### src/rtl/lsu_io_req_ctrl.sv
// Purpose : non-speculative controller for uncached IO loads/stores. One access in flight at a time,
//           issued on the IO bus only once it is the ROB head.
// Latency : accept -> done pulse in 4 cycles minimum; +1 per bus rdy-low cycle or response-delay cycle.
// Backpr. : lsq_io_req_rdy_o only while IDLE and not flushing; the bus request is held until io_bus_req_rdy_i.
// Ports   : clk/rst (sync, active-high); flush; LSQ request (vld/rdy, is_ld, paddr, size, wdata, rob_tag);
//           ROB head (vld, tag); IO bus request (vld/rdy, we, paddr, size, wdata, wstrb);
//           IO bus response (vld, err, rdata); LSQ completion (vld pulse, rob_tag, err, rdata); io_busy_o.
// Option  : define LSU_IO_TIMEOUT_EN to end a silent response wait after TIMEOUT_CYCLES with err = 1.
module lsu_io_req_ctrl #(
  parameter int PADDR_W        = 56,
  parameter int XLEN           = 64,
  parameter int ROB_TAG_W      = 6,
  parameter int TIMEOUT_CYCLES = 1024
) (
  input  logic                 clk,
  input  logic                 rst,
  input  logic                 flush,
  input  logic                 lsq_io_req_vld_i,
  output logic                 lsq_io_req_rdy_o,
  input  logic                 lsq_io_req_is_ld_i,
  input  logic [PADDR_W-1:0]   lsq_io_req_paddr_i,
  input  logic [1:0]           lsq_io_req_size_i,
  input  logic [XLEN-1:0]      lsq_io_req_wdata_i,
  input  logic [ROB_TAG_W-1:0] lsq_io_req_rob_tag_i,
  input  logic                 rob_head_vld_i,
  input  logic [ROB_TAG_W-1:0] rob_head_tag_i,
  output logic                 io_bus_req_vld_o,
  input  logic                 io_bus_req_rdy_i,
  output logic                 io_bus_req_we_o,
  output logic [PADDR_W-1:0]   io_bus_req_paddr_o,
  output logic [1:0]           io_bus_req_size_o,
  output logic [XLEN-1:0]      io_bus_req_wdata_o,
  output logic [XLEN/8-1:0]    io_bus_req_wstrb_o,
  input  logic                 io_bus_resp_vld_i,
  input  logic                 io_bus_resp_err_i,
  input  logic [XLEN-1:0]      io_bus_resp_rdata_i,
  output logic                 io_lsq_done_vld_o,
  output logic [ROB_TAG_W-1:0] io_lsq_done_rob_tag_o,
  output logic                 io_lsq_done_err_o,
  output logic [XLEN-1:0]      io_lsq_done_rdata_o,
  output logic                 io_busy_o
);

  localparam int STRB_W = XLEN / 8;
  localparam int OFF_W  = $clog2(STRB_W);

  typedef enum logic [2:0] {
    S_IDLE,
    S_WAIT_HEAD,
    S_REQ,
    S_RESP,
    S_DONE
  } state_e;

  state_e                state_q, state_d;
  logic                  kill_q, kill_d;
  logic                  is_ld_q, is_ld_d;
  logic [PADDR_W-1:0]    paddr_q, paddr_d;
  logic [1:0]            size_q, size_d;
  logic [XLEN-1:0]       wdata_q, wdata_d;
  logic [ROB_TAG_W-1:0]  tag_q, tag_d;
  // Completion fields live in their own registers so they hold after the pulse,
  // even once the next access has overwritten the request registers.
  logic [ROB_TAG_W-1:0]  done_tag_q, done_tag_d;
  logic                  done_err_q, done_err_d;
  logic [XLEN-1:0]       done_rdata_q, done_rdata_d;

`ifdef LSU_IO_TIMEOUT_EN
  localparam int TO_W = $clog2(TIMEOUT_CYCLES) + 1;
  logic [TO_W-1:0]       to_cnt_q, to_cnt_d;
`else
  logic                  unused_timeout;
  assign unused_timeout = (TIMEOUT_CYCLES != 0);
`endif

  // Lane formatting, all derived from the captured request.
  logic [OFF_W-1:0]      off;
  logic [OFF_W+2:0]      shift_bits;
  logic                  misaligned;
  logic [STRB_W-1:0]     byte_mask;
  logic [XLEN-1:0]       rd_mask;
  logic [XLEN-1:0]       resp_fmt;
  logic                  in_req;

  always_comb begin
    off        = paddr_q[OFF_W-1:0];
    shift_bits = {off, 3'b000};
    misaligned = 1'b0;
    byte_mask  = '0;
    rd_mask    = '0;
    case (size_q)
      2'd0: begin
        misaligned = 1'b0;
        byte_mask  = STRB_W'(1);
        rd_mask    = {{(XLEN-8){1'b0}}, 8'hFF};
      end
      2'd1: begin
        misaligned = paddr_q[0];
        byte_mask  = STRB_W'(3);
        rd_mask    = {{(XLEN-16){1'b0}}, 16'hFFFF};
      end
      2'd2: begin
        misaligned = |paddr_q[1:0];
        byte_mask  = STRB_W'(15);
        rd_mask    = {{(XLEN-32){1'b0}}, 32'hFFFF_FFFF};
      end
      default: begin
        misaligned = |paddr_q[2:0];
        byte_mask  = '1;
        rd_mask    = '1;
      end
    endcase
    resp_fmt = (io_bus_resp_rdata_i >> shift_bits) & rd_mask;
  end

  // Bus fields are forced to zero outside REQ; inside REQ they come straight from
  // registers and therefore stay stable until the request is taken.
  assign in_req             = (state_q == S_REQ);
  assign io_bus_req_vld_o   = in_req;
  assign io_bus_req_we_o    = in_req & ~is_ld_q;
  assign io_bus_req_paddr_o = in_req ? paddr_q : '0;
  assign io_bus_req_size_o  = in_req ? size_q : 2'd0;
  assign io_bus_req_wdata_o = in_req ? (wdata_q << shift_bits) : '0;
  assign io_bus_req_wstrb_o = in_req ? (byte_mask << off) : '0;

  assign lsq_io_req_rdy_o      = (state_q == S_IDLE) & ~flush;
  assign io_lsq_done_vld_o     = (state_q == S_DONE) & ~kill_q & ~flush;
  assign io_lsq_done_rob_tag_o = done_tag_q;
  assign io_lsq_done_err_o     = done_err_q;
  assign io_lsq_done_rdata_o   = done_rdata_q;
  assign io_busy_o             = (state_q != S_IDLE);

  always_comb begin
    state_d      = state_q;
    kill_d       = kill_q;
    is_ld_d      = is_ld_q;
    paddr_d      = paddr_q;
    size_d       = size_q;
    wdata_d      = wdata_q;
    tag_d        = tag_q;
    done_tag_d   = done_tag_q;
    done_err_d   = done_err_q;
    done_rdata_d = done_rdata_q;
`ifdef LSU_IO_TIMEOUT_EN
    to_cnt_d     = to_cnt_q;
`endif
    case (state_q)
      S_IDLE: begin
        if (lsq_io_req_vld_i && !flush) begin
          is_ld_d = lsq_io_req_is_ld_i;
          paddr_d = lsq_io_req_paddr_i;
          size_d  = lsq_io_req_size_i;
          wdata_d = lsq_io_req_wdata_i;
          tag_d   = lsq_io_req_rob_tag_i;
          kill_d  = 1'b0;
          state_d = S_WAIT_HEAD;
        end
      end
      S_WAIT_HEAD: begin
        // Not yet issued, so a flush can drop the access silently.
        if (flush) begin
          state_d = S_IDLE;
        end else if (rob_head_vld_i && (rob_head_tag_i == tag_q)) begin
          if (misaligned) begin
            state_d      = S_DONE;
            done_tag_d   = tag_q;
            done_err_d   = 1'b1;
            done_rdata_d = '0;
          end else begin
            state_d = S_REQ;
          end
        end
      end
      S_REQ: begin
        // The request cannot be retracted; a flush only suppresses the completion.
        if (flush) kill_d = 1'b1;
        if (io_bus_req_rdy_i) begin
          state_d  = S_RESP;
`ifdef LSU_IO_TIMEOUT_EN
          to_cnt_d = '0;
`endif
        end
      end
      S_RESP: begin
        if (flush) kill_d = 1'b1;
        if (io_bus_resp_vld_i) begin
          state_d      = S_DONE;
          done_tag_d   = tag_q;
          done_err_d   = io_bus_resp_err_i;
          done_rdata_d = is_ld_q ? resp_fmt : '0;
        end
`ifdef LSU_IO_TIMEOUT_EN
        else if (to_cnt_q == TO_W'(TIMEOUT_CYCLES - 1)) begin
          state_d      = S_DONE;
          done_tag_d   = tag_q;
          done_err_d   = 1'b1;
          done_rdata_d = '0;
        end else begin
          to_cnt_d = to_cnt_q + TO_W'(1);
        end
`endif
      end
      S_DONE: begin
        state_d = S_IDLE;
      end
      default: begin
        state_d = S_IDLE;
      end
    endcase
  end

  always_ff @(posedge clk) begin
    if (rst) begin
      state_q      <= S_IDLE;
      kill_q       <= 1'b0;
      is_ld_q      <= 1'b0;
      paddr_q      <= '0;
      size_q       <= 2'd0;
      wdata_q      <= '0;
      tag_q        <= '0;
      done_tag_q   <= '0;
      done_err_q   <= 1'b0;
      done_rdata_q <= '0;
`ifdef LSU_IO_TIMEOUT_EN
      to_cnt_q     <= '0;
`endif
    end else begin
      state_q      <= state_d;
      kill_q       <= kill_d;
      is_ld_q      <= is_ld_d;
      paddr_q      <= paddr_d;
      size_q       <= size_d;
      wdata_q      <= wdata_d;
      tag_q        <= tag_d;
      done_tag_q   <= done_tag_d;
      done_err_q   <= done_err_d;
      done_rdata_q <= done_rdata_d;
`ifdef LSU_IO_TIMEOUT_EN
      to_cnt_q     <= to_cnt_d;
`endif
    end
  end

endmodule

### config.mk
export PLATFORM = sky130hd
export DESIGN_NAME = lsu_io_req_ctrl
export DESIGN_NICKNAME = d
export VERILOG_FILES = /design/src/rtl/lsu_io_req_ctrl.sv
export SDC_FILE = /design/constraint.sdc
export NUM_CORES = 1
export LEC_CHECK = 0
export CAP_MARGIN = 5
export CORE_AREA = 2 2 172 174
export DETAILED_ROUTE_END_ITERATION = 7
export DIE_AREA = 0 0 174 176
export MAX_ROUTING_LAYER = met4
export PLACE_DENSITY = 0.77
export SYNTH_ARGS = -nofsm -noshare
export SYNTH_HDL_FRONTEND = slang
export SYNTH_SLANG_ARGS = --single-unit
### constraint.sdc
create_clock -name clk -period 1.9 [get_ports clk]
set_input_delay 0.285 -clock clk [delete_from_list [all_inputs] [get_ports clk]]
set_output_delay 0.285 -clock clk [all_outputs]
set_load 0.02 [all_outputs]
==> run_1/registers.png <==
The bar under the picture is 50 um long. Other sequential cells in the stronger gray, the rest of the logic in the fainter gray.
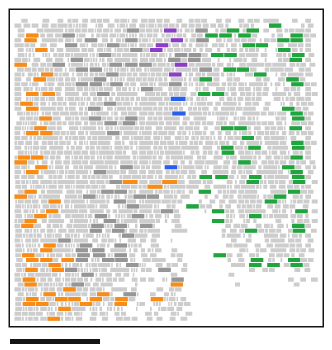
| color | netlist name | flops |
|---|---|---|
| purple | tag_q | 6 |
| blue | state_q | 3 |
| orange | paddr_q | 56 |
| green | io_lsq_done_rdata_o | 64 |

==> run_1/cell_classes.png <==
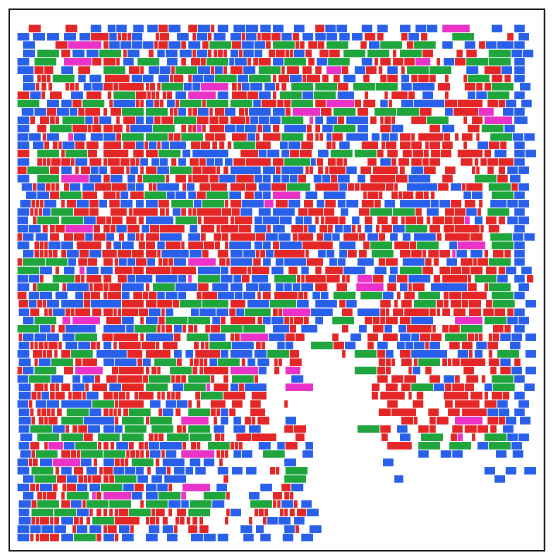
| color | class | cells |
|---|---|---|
| blue | other buffers and delay cells | 708 |
| green | flip-flops | 204 |
| magenta | clock drivers and dummy loads | 46 |
| red | all other logic | 1124 |

==> out/metrics.yaml <==
cts_buffers: 25
setup_viol: 205
hpwl_mm: 37.8
io_buffers: 412
fillers: 1790
use_met3_pct: 6.31
grt_pass1_vias: 14400
yosys.stat.seqShare_pct: 34.2
whs_ns: 0.260
critPathMaxFanout: 6
mostFrequentLayoutCell: "nand2_1"
ff_type: "dfxtp_1"
crit_slowest_cell: "mux4_2"
cts-root-buf: "clkbuf_16"
viasPerCell: 5.93
status: "complete, but fails checks"
cts_hold_buffers: 0
met3_length_mm: 5.99
drc: 0
arrival_ns: 2.32
final_util_pct: 75.5
edf_count: 0
synthTopCellsByArea: "dfxtp_1 34%, mux2i_1 14%, nand2_1 11%"
startpoint_type: "register"
dr.pass1.iters: 5
die_w_um: 174
hold_viol: 0
violations: "negative setup slack"
largest_area_cell: "dfxtp_1"
irDropWorstVdd_v: 0.000562
dr.max_layer_used: "met4"
required_ns: 1.62
postLayoutSetupSlackWorst_ns: -0.708
finalPower_mw: 15.3
p_clk_share_pct: 32.6
final_cells: 2469
==> run_1/drive_strength.png <==
The bar under the picture is 50 um long.
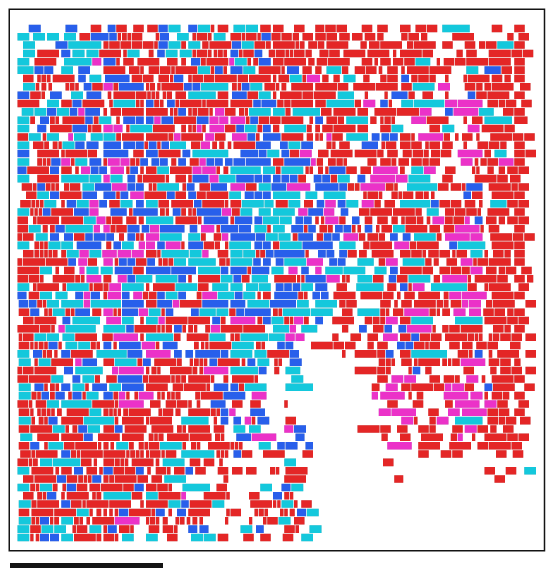
| color | size | cells | share |
|---|---|---|---|
| blue | drive 3 to 4 | 341 | 16% |
| red | drive 1 or less | 1286 | 62% |
| magenta | drive 2 | 164 | 7.9% |
| cyan | drive 6 and up | 291 | 14% |

[run 1: power by group through the flow]
| stage | clock (mW) | sequential [mW] | combinational, mW |
|---|---|---|---|
| floorplan | 0 | 4.78 | 2.07 |
| detailed placement | 0 | 4.88 | 3.84 |
| finish | 5.00 | 4.90 | 5.45 |
| global placement | 0 | 4.87 | 3.80 |
| CTS | 4.92 | 4.81 | 4.71 |
| global route | 5.16 | 4.90 | 5.64 |
[run 1: kinds of logic after synthesis]
kind of cell           after synthesis  synth area share (%)
AND/OR/NAND/NOR                    617                  23.8
AND-OR/OR-AND                      258                  12.3
multiplexers                       237                  23.4
flip-flops                         204                  34.2
buffers and inverters              135                  5.76
XOR/XNOR                             6                 0.441
[run 1: final cells by class]
class | instances | share of cell area (%)
clock buffers | 36 | 3.37
multi-input cells | 1118 | 39.2
inverters | 6 | 0.180
diodes | 3 | 0.0348
well taps | 384 | 2.23
clock inverters | 10 | 0.493
flip-flops and latches | 204 | 19.0
repair buffers | 708 | 35.4
[run 1: final timing paths]
check              start                      end
max           paddr_q[0]   io_bus_req_wdata_o[62]
min                  rst               state_q[1]
max reg2reg   paddr_q[0]  io_lsq_done_rdata_o[11]
min reg2reg  paddr_q[11]              paddr_q[11]
[run 1: critical path, delay by kind of cell (launching register included)]
kind	cells	cell delay (ns)
buffers and inverters	3	0.43
flip-flops	1	0.42
multiplexers	2	0.84
AND/OR/NAND/NOR	1	0.08
[run 1: state kept, by name, summed over array words and instances (netlist names), 2 cells and up]
name / cells
paddr_q: 56
size_q: 2
io_lsq_done_rob_tag_o: 6
tag_q: 6
wdata_q: 64
io_lsq_done_rdata_o: 64
state_q: 3
[run 1: timing repair]
item / in CTS / in global routing
gates resized: 951 / 252
pin swaps: 62 / 67
cloned: 20 / 4
setup buffers: 49 / 39
endpoints found under the setup margin: 207 / 218
No activity file was given, so power comes from the tool's default toggle rates.
